[src/rtl/probe_conditioner_pkg.sv]
`default_nettype none
// ============================================================================
//  Module      : probe_conditioner_pkg
//  Description : Shared types for the probe conditioner front-end.
//  Revision    : 1.0 - initial release
// ============================================================================
package probe_conditioner_pkg;

    typedef enum logic [1:0] {
        MODE_BYPASS   = 2'd0,
        MODE_DEBOUNCE = 2'd1,
        MODE_STRETCH  = 2'd2,
        MODE_RSVD     = 2'd3
    } probeMode_t;

endpackage
`default_nettype wire

[src/rtl/probe_conditioner_channel.sv]
`default_nettype none
// ============================================================================
//  Module      : probe_conditioner_channel
//  Description : One probe channel: synchroniser, inversion, filter, edge pulses.
//  Revision    : 1.0 - initial release
// ============================================================================
module probe_conditioner_channel
    import probe_conditioner_pkg::*;
#(
    parameter int   SYNC_STAGES = 2,
    parameter int   LIMIT_W     = 16,
    parameter logic INVERT      = 1'b0
)(
    input  logic               i_clk,
    input  logic               i_rst,
    input  logic               i_cg,
    input  logic               i_pin,
    input  logic [1:0]         i_mode,
    input  logic               i_mode_change,
    input  logic [LIMIT_W-1:0] i_limit,
    output logic               o_probe,
    output logic               o_rise,
    output logic               o_fall
);

    logic [SYNC_STAGES-1:0] r_sync;
    logic [LIMIT_W-1:0]     r_cnt;
    logic                   r_probe;
    logic                   r_prev;
    logic                   w_s;
    probeMode_t             w_mode;

    assign w_mode = probeMode_t'(i_mode);
    assign w_s    = r_sync[SYNC_STAGES-1] ^ INVERT;

    always_ff @(posedge i_clk) begin
        if (i_rst) begin
            r_sync  <= '0;
            r_cnt   <= '0;
            r_probe <= INVERT;
            r_prev  <= INVERT;
        end else if (i_cg) begin
            r_sync <= {r_sync[SYNC_STAGES-2:0], i_pin};
            r_prev <= r_probe;
            // A mode switch costs one cycle: counter restarts, level holds.
            if (i_mode_change) begin
                r_cnt <= '0;
            end else begin
                case (w_mode)
                    MODE_DEBOUNCE: begin
                        if (w_s == r_probe) begin
                            r_cnt <= '0;
                        end else if (r_cnt == i_limit) begin
                            r_probe <= w_s;
                            r_cnt   <= '0;
                        end else begin
                            r_cnt <= r_cnt + 1'b1;
                        end
                    end
                    MODE_STRETCH: begin
                        if (w_s) begin
                            r_probe <= 1'b1;
                            r_cnt   <= i_limit;
                        end else if (r_cnt != '0) begin
                            r_cnt <= r_cnt - 1'b1;
                        end else begin
                            r_probe <= 1'b0;
                        end
                    end
                    default: begin
                        r_probe <= w_s;
                    end
                endcase
            end
        end
    end

    assign o_probe = r_probe;
    assign o_rise  = i_cg &  r_probe & ~r_prev;
    assign o_fall  = i_cg & ~r_probe &  r_prev;

endmodule
`default_nettype wire

[src/rtl/probe_conditioner.sv]
`default_nettype none
// ============================================================================
//  Module      : probe_conditioner
//  Description : N-channel probe front-end with mode register and activity flags.
//  Revision    : 1.0 - initial release
// ============================================================================
module probe_conditioner
    import probe_conditioner_pkg::*;
#(
    parameter int                 N_PROBE     = 4,
    parameter int                 SYNC_STAGES = 2,
    parameter int                 LIMIT_W     = 16,
    parameter logic [N_PROBE-1:0] INVERT_MASK = '0
)(
    input  logic               i_clk,
    input  logic               i_rst,
    input  logic               i_cg,
    input  logic [N_PROBE-1:0] i_probe,
    input  logic [1:0]         i_mode,
    input  logic [LIMIT_W-1:0] i_limit,
    input  logic               i_clearActivity,
    output logic [N_PROBE-1:0] o_probe,
    output logic [N_PROBE-1:0] o_rise,
    output logic [N_PROBE-1:0] o_fall,
    output logic [N_PROBE-1:0] o_activity
);

    probeMode_t         r_mode;
    logic               w_mode_change;
    logic [N_PROBE-1:0] r_activity;

    assign w_mode_change = (r_mode != probeMode_t'(i_mode));

    always_ff @(posedge i_clk) begin
        if (i_rst) begin
            r_mode     <= MODE_BYPASS;
            r_activity <= '0;
        end else if (i_cg) begin
            r_mode     <= probeMode_t'(i_mode);
            // An edge in the same cycle as a clear still sets its flag.
            r_activity <= (r_activity & ~{N_PROBE{i_clearActivity}}) | o_rise | o_fall;
        end
    end

    assign o_activity = r_activity;

    generate
        for (genvar gi = 0; gi < N_PROBE; gi++) begin : g_channel
            probe_conditioner_channel #(
                .SYNC_STAGES (SYNC_STAGES),
                .LIMIT_W     (LIMIT_W),
                .INVERT      (INVERT_MASK[gi])
            ) u_channel (
                .i_clk         (i_clk),
                .i_rst         (i_rst),
                .i_cg          (i_cg),
                .i_pin         (i_probe[gi]),
                .i_mode        (r_mode),
                .i_mode_change (w_mode_change),
                .i_limit       (i_limit),
                .o_probe       (o_probe[gi]),
                .o_rise        (o_rise[gi]),
                .o_fall        (o_fall[gi])
            );
        end
    endgenerate

endmodule
`default_nettype wire
[config.mk]
export PLATFORM = sky130hd
export DESIGN_NAME = probe_conditioner
export DESIGN_NICKNAME = d
export VERILOG_FILES = /design/src/rtl/probe_conditioner_pkg.sv /design/src/rtl/probe_conditioner_channel.sv /design/src/rtl/probe_conditioner.sv
export SDC_FILE = /design/constraint.sdc
export NUM_CORES = 1
export LEC_CHECK = 0
export CELL_PAD_IN_SITES_DETAIL_PLACEMENT = 1
export CELL_PAD_IN_SITES_GLOBAL_PLACEMENT = 1
export CORE_MARGIN = 3
export CORE_UTILIZATION = 47
export CTS_CLUSTER_SIZE = 24
export DETAILED_ROUTE_END_ITERATION = 7
export PLACE_DENSITY_LB_ADDON = 0.1
export SLEW_MARGIN = 10
export SYNTH_ARGS = -nofsm -noshare
export SYNTH_HDL_FRONTEND = slang
export SYNTH_HIERARCHICAL = 1
export SYNTH_SLANG_ARGS = --single-unit
[constraint.sdc]
create_clock -name i_clk -period 3.1 [get_ports i_clk]
set_clock_uncertainty 0.05 [all_clocks]
set_input_delay 0.775 -clock i_clk [delete_from_list [all_inputs] [get_ports i_clk]]
set_output_delay 0.775 -clock i_clk [all_outputs]
set_load 0.1 [all_outputs]
run_1/wire_density.png
Bar = 50 um. The die is cut into 28 by 28 equal tiles; dark purple is low, yellow is high, scaled to the fullest tile. Values are wire area over tile area, all layers added.
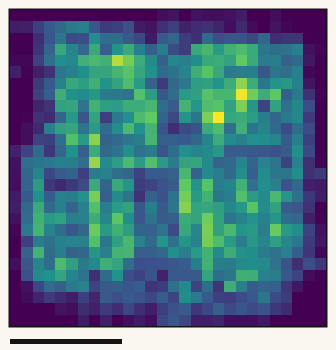
fullest tile: 0.63
nearly empty tiles: 12%
densest ninth of the die: centre
tiles over half the peak: 25%
total routed wirelength: 27.5 mm
average detailed-routed wire length per instance: 21.0 um
GR Util All Layers: 27.8%

run_1/cell_classes.png
Bar = 50 um.
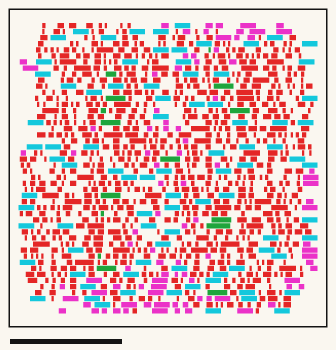
| colour | class | cells | share of their area |
|---|---|---|---|
| magenta | other buffers and delay cells | 93 | 11% |
| red | all other logic | 889 | 68% |
| green | clock drivers and dummy loads | 15 | 3.1% |
| cyan | flip-flops | 86 | 18% |
fraction of standard cell area that is sequential: 17.7%
Site Rows: 48
post-route cell area: 0.00975 mm2

run_1/final_congestion.png
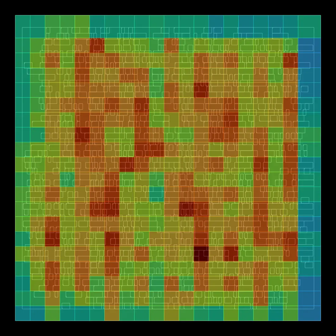
peak-usage layer in the global routing report: met2
met1 usage: 39.0%
Post-Route Utilization: 55.2%
met3 Track Usage GR: 3.07%

==> Flow_metrics.wiki, run 1 <==
=== Synthesis and place and route ===
{| class="wikitable"
! Metric !! Value
|-
| Sinks on the clock net || ~86
|-
| Fin worst setup slack || 0.324 ns
|-
| Flop and latch count out of synthesis || 86
|-
| Signal buffers share of area || 10.6%
|-
| Worst path arrival time || 3.03 ns
|-
| Worst Hold Launch || o_activity[1]$_SDFFE_PP0P_
|-
| Post-synthesis net count || 1085
|-
| DRC violation count after routing || 0
|-
| Largest power group || clock
|-
| Result of the run || complete, no violations
|-
| Total leakage power || roughly 3.7 nW
|-
| Iteration-0 DRC Markers || 618
|-
| Fillers || 2128
|-
| Iteration tally of the first detailed-router pass || 5
|-
| Met2 layer wire length in the routed design || approximately 13 mm
|-
| Share of Yosys cell area claimed by the top area cell type || 19.9%
|-
| H-Tree Depth || 3
|-
| Diodes inserted || 0
|-
| Via count of the first global-routing pass || 8183
|-
| Highest metal layer used by the detailed router || met4
|-
| Main combinational cell family by area after synthesis || simple AND/OR/NAND/NOR gates
|-
| Worst setup startpoint || i_mode[0]
|-
| Ordered list of cells on the worst path || clkdlybuf4s50_1, xnor2_1, nand2_1, nor3b_1, and2_1, o21ai_4, nor2_4, o2bb2ai_1, a211o_1
|-
| Adder and majority cell fraction of the synthesized area || 1.16%
|-
| Count of different cell masters after synthesis || 64
|-
| Share of the core filled by cells before placement || 48.9%
|-
| Chip height || 142 um
|-
| Transition time at the pin with the least slew margin || 0.804 ns
|-
| Critical-path maximum fanout || 9
|-
| Final Cycle Share || 89.6%
|-
| Total power of the final layout || 2.78 mW
|-
| Top logic cells by instance count in the layout || sky130_fd_sc_hd__nand2_1, sky130_fd_sc_hd__xor2_1, sky130_fd_sc_hd__dfxtp_1
|-
| Synth top cell by count || sky130_fd_sc_hd__nand2_1
|-
| Int Power || 1.96 mW
|-
| Inserted Clock Buffers || 9
|-
| Met2 Use GR || about 45%
|-
| Clock buffers || 11
|-
| Syn Inst Count || about 1100
|-
| Worst setup path end || g_channel[2].u_channel/r_cnt[5]$_SDFFE_PP0P_
|-
| Highest ir drop seen on vdd || around 0.29 mV
|-
| Class of the most critical setup path || in2reg
|-
| Fraction of registers with async set or reset after synthesis || 0%
|-
| Compound-Gate Fraction of Synth Area || 21.2%
|-
| Largest register FFs || ~64
|-
| Final estimated routing congestion in global placement || around 0.87
|-
| Simple Share, Synth || approximately 34%
|-
| Cell with the largest stage delay on the worst path || sky130_fd_sc_hd__clkdlybuf4s50_1
|-
| Number of buffers and inverters on the critical path || 1
|-
| Setup slack of the most critical reg-to-reg path || ~0.67 ns
|-
| Reg-to-reg critical path endpoint || g_channel[2].u_channel/r_cnt[5]$_SDFFE_PP0P_
|-
| Post-synth area from yosys stat || 0.00864 mm2
|-
| Syn avg cell area || 8.22 um2
|-
| Remaining number of nets flagged by the antenna check after routing || 0
|-
| Syn. warnings || 6
|-
| Average via count per standard cell || 6.22
|-
| Main flop type || sky130_fd_sc_hd__dfxtp_1
|-
| Data required time at the worst endpoint || 3.35 ns
|-
| Number of input and output port buffers inserted || 41
|-
| Seq share, synth || 19.9%
|-
| Combinational fraction of the cell area || 64.7%
|-
| CP endpoint kind || register
|-
| Routed length on met3 || 1.10 mm
|-
| Proportion of power drawn by flip-flops and latches || 40.5%
|-
| First-pass GRT wire length || 45.1 mm
|}
run_1/port_nets.png
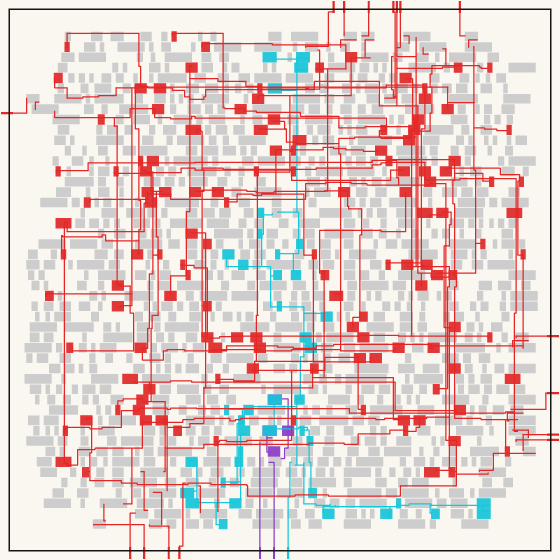

==> run 2, diff against run 1 <==
- CELL_PAD_IN_SITES_DETAIL_PLACEMENT: 1 -> 0
run_2/port_nets.png
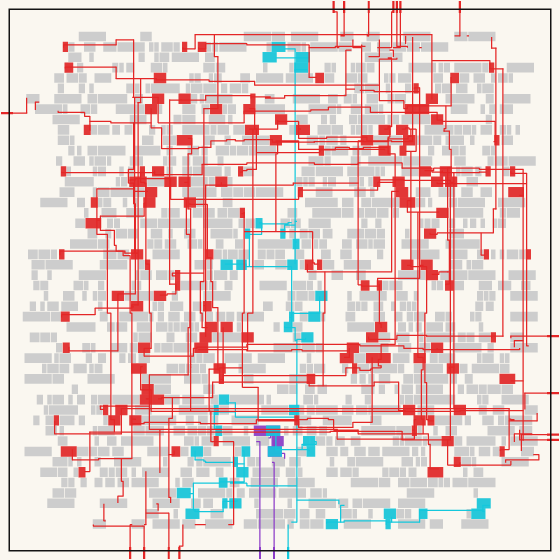
| colour | port | bits | direction | edge | end cells | buffers | wire |
|---|---|---|---|---|---|---|---|
| purple | i_mode | 2 | input | bottom | 4 | 2 | 64.9 um |
| red | i_limit | 16 | input | 7 top, 4 right, 4 bottom, 1 left | 128 | 33 | 4420 um |
| cyan | i_cg | 1 | input | bottom | 40 | 5 | 418 um |
number of top-level pins: 42
number of input and output port buffers inserted: 41

==> run 2 against run 1 <==
Combinational power fell by 2%; synthesized cell count did not move; global-route usage fell by 2.7 points; maximum frequency rose by 2.4%; clock power barely moved; sequential power barely moved; flip-flop count did not move; core utilization rose by 0.071 points; clock-buffer cell count rose by 2; worst setup slack improved by 0.065 ns; hold slack got worse by 0.0012 ns; critical endpoint unchanged.
==> Flow_metrics.wiki, run 2 <==
=== Synthesis and place and route ===
{| class="wikitable"
! Metric !! Value
|-
| Result of the run || complete, no violations
|-
| Setup slack of the most critical reg-to-reg path || 0.69 ns (+0.02 ns)
|-
| Worst-case hold path end point || o_activity[3]$_SDFFE_PP0P_
|-
| Share of Yosys cell area claimed by the top area cell type || 19.9% (unchanged)
|-
| Sinks on the clock net || 86 (unchanged)
|-
| Post-CTS sizing || 0
|-
| Residual overflow from global routing || 0
|-
| DRC violation count after routing || 0 (unchanged)
|-
| Post-Route Utilization || 55.3% (+0.071 points)
|-
| Combinational fraction of the cell area || 64.6% (-0.083 points)
|-
| Remaining number of nets flagged by the antenna check after routing || 0 (unchanged)
|-
| Chip width || 142 um
|-
| Diodes inserted || 0 (unchanged)
|-
| Clock buffers || 13 (+2)
|-
| Inserted Clock Buffers || 9 (unchanged)
|-
| Post-synth area from yosys stat || 0.00864 mm2 (unchanged)
|-
| Fraction of registers with async set or reset after synthesis || 0% (unchanged)
|-
| # Post-CTS Setup Buffers || 0
|-
| Compound-Gate Fraction of Synth Area || 21.2% (unchanged)
|-
| Flop and latch count out of synthesis || 86 (unchanged)
|-
| Worst Hold Launch || o_activity[3]$_SDFFE_PP0P_
|-
| Fillers || 1676 (-21%)
|-
| Number of buffers and inverters on the critical path || 1 (unchanged)
|-
| Post-route cell area || 0.00977 mm2 (+0.13%)
|-
| Comb power frac || about 18%
|-
| CP endpoint kind || register
|-
| Post-synthesis net count || 1085 (unchanged)
|-
| Iteration tally of the first detailed-router pass || 5 (unchanged)
|-
| Routed length on met3 || 1.14 mm (+3.7%)
|-
| Adder and majority cell fraction of the synthesized area || 1.16% (unchanged)
|-
| Proportion of power drawn by flip-flops and latches || 40.6% (about the same)
|-
| Met2 layer wire length in the routed design || 11.1 mm (-14%)
|-
| Total routed wirelength || 24.9 mm (-9.6%)
|-
| Highest ir drop seen on vdd || 0.284 mV (-0.77%)
|-
| Top area cell types || sky130_fd_sc_hd__dfxtp_1, sky130_fd_sc_hd__xor2_1, sky130_fd_sc_hd__nand2_1, sky130_fd_sc_hd__xnor2_1, sky130_fd_sc_hd__nand4_4
|-
| Class of the most critical setup path || in2reg
|-
| Delay of the slowest critical-path stage || 0.49 ns
|-
| Hold buffer count at CTS || 0
|-
| Data required time at the worst endpoint || 3.35 ns (about the same)
|-
| Worst setup startpoint || i_mode[1]
|-
| Average via count per standard cell || 5.95 (-4.2%)
|-
| Total power of the final layout || 2.78 mW (about the same)
|-
| Clk pwr || 1.15 mW
|-
| Ordered list of cells on the worst path || clkdlybuf4s50_1, xnor2_1, nand2_1, nor3b_1, and2_1, o21ai_4, nor2_4, o2bb2ai_1, a211o_1
|-
| Cell with the largest stage delay on the worst path || sky130_fd_sc_hd__clkdlybuf4s50_1
|-
| Reg-to-reg critical path endpoint || g_channel[3].u_channel/r_cnt[5]$_SDFFE_PP0P_
|-
| Min Tclk post-route || 2.71 ns
|-
| Peak-usage layer in the global routing report || met2
|-
| Met1 usage || 36.2% (-2.8 points)
|-
| Main combinational cell family by area after synthesis || simple AND/OR/NAND/NOR gates
|-
| Average detailed-routed wire length per instance || 19.0 um (-9.7%)
|-
| Count of different cell masters after synthesis || 64 (unchanged)
|-
| Fraction of standard cell area that is sequential || 17.6% (-0.023 points)
|-
| Signal buffers share of area || 10.6% (-0.014 points)
|-
| Pin count of the biggest net entering global routing || 33
|-
| Transition time at the pin with the least slew margin || 0.780 ns (-0.0235 ns)
|-
| Chip height || 142 um (unchanged)
|-
| Worst setup path end || g_channel[2].u_channel/r_cnt[5]$_SDFFE_PP0P_
|-
| Via count of the first global-routing pass || 7343 (-10%)
|-
| Setup TNS || 0 ns
|-
| Critical-path maximum fanout || 9 (unchanged)
|-
| Share of the core filled by cells before placement || 48.9% (unchanged)
|-
| Final Cycle Share || 87.5% (-2.1 points)
|-
| First-pass GRT wire length || 40.8 mm (-9.4%)
|-
| Seq share, synth || 19.9% (unchanged)
|-
| Simple Share, Synth || 34.3% (unchanged)
|-
| Total leakage power || 3.71 nW (+0.12%)
|-
| Met3 Track Usage GR || 4.28% (+1.2 points)
|-
| Largest register FFs || 64 (unchanged)
|-
| Int Power || 1.99 mW (+1.4%)
|-
| Total instance count after detailed placement || 1293
|-
| H-Tree Depth || 3 (unchanged)
|-
| Synth top cell by count || sky130_fd_sc_hd__nand2_1
|-
| Worst path arrival time || 2.96 ns (-0.07 ns)
|-
| Syn. warnings || 6 (unchanged)
|-
| Syn Inst Count || 1051 (unchanged)
|-
| Syn avg cell area || 8.22 um2 (unchanged)
|-
| Highest metal layer used by the detailed router || met4
|-
| Largest power group || clock
|-
| Main flop type || sky130_fd_sc_hd__dfxtp_1
|-
| Top logic cells by instance count in the layout || sky130_fd_sc_hd__nand2_1, sky130_fd_sc_hd__xor2_1, sky130_fd_sc_hd__dfxtp_1
|-
| Fin worst setup slack || 0.388 ns (+0.0646 ns)
|-
| Final estimated routing congestion in global placement || 0.868 (unchanged)
|}
No activity file was given, so power comes from the tool's default toggle rates.
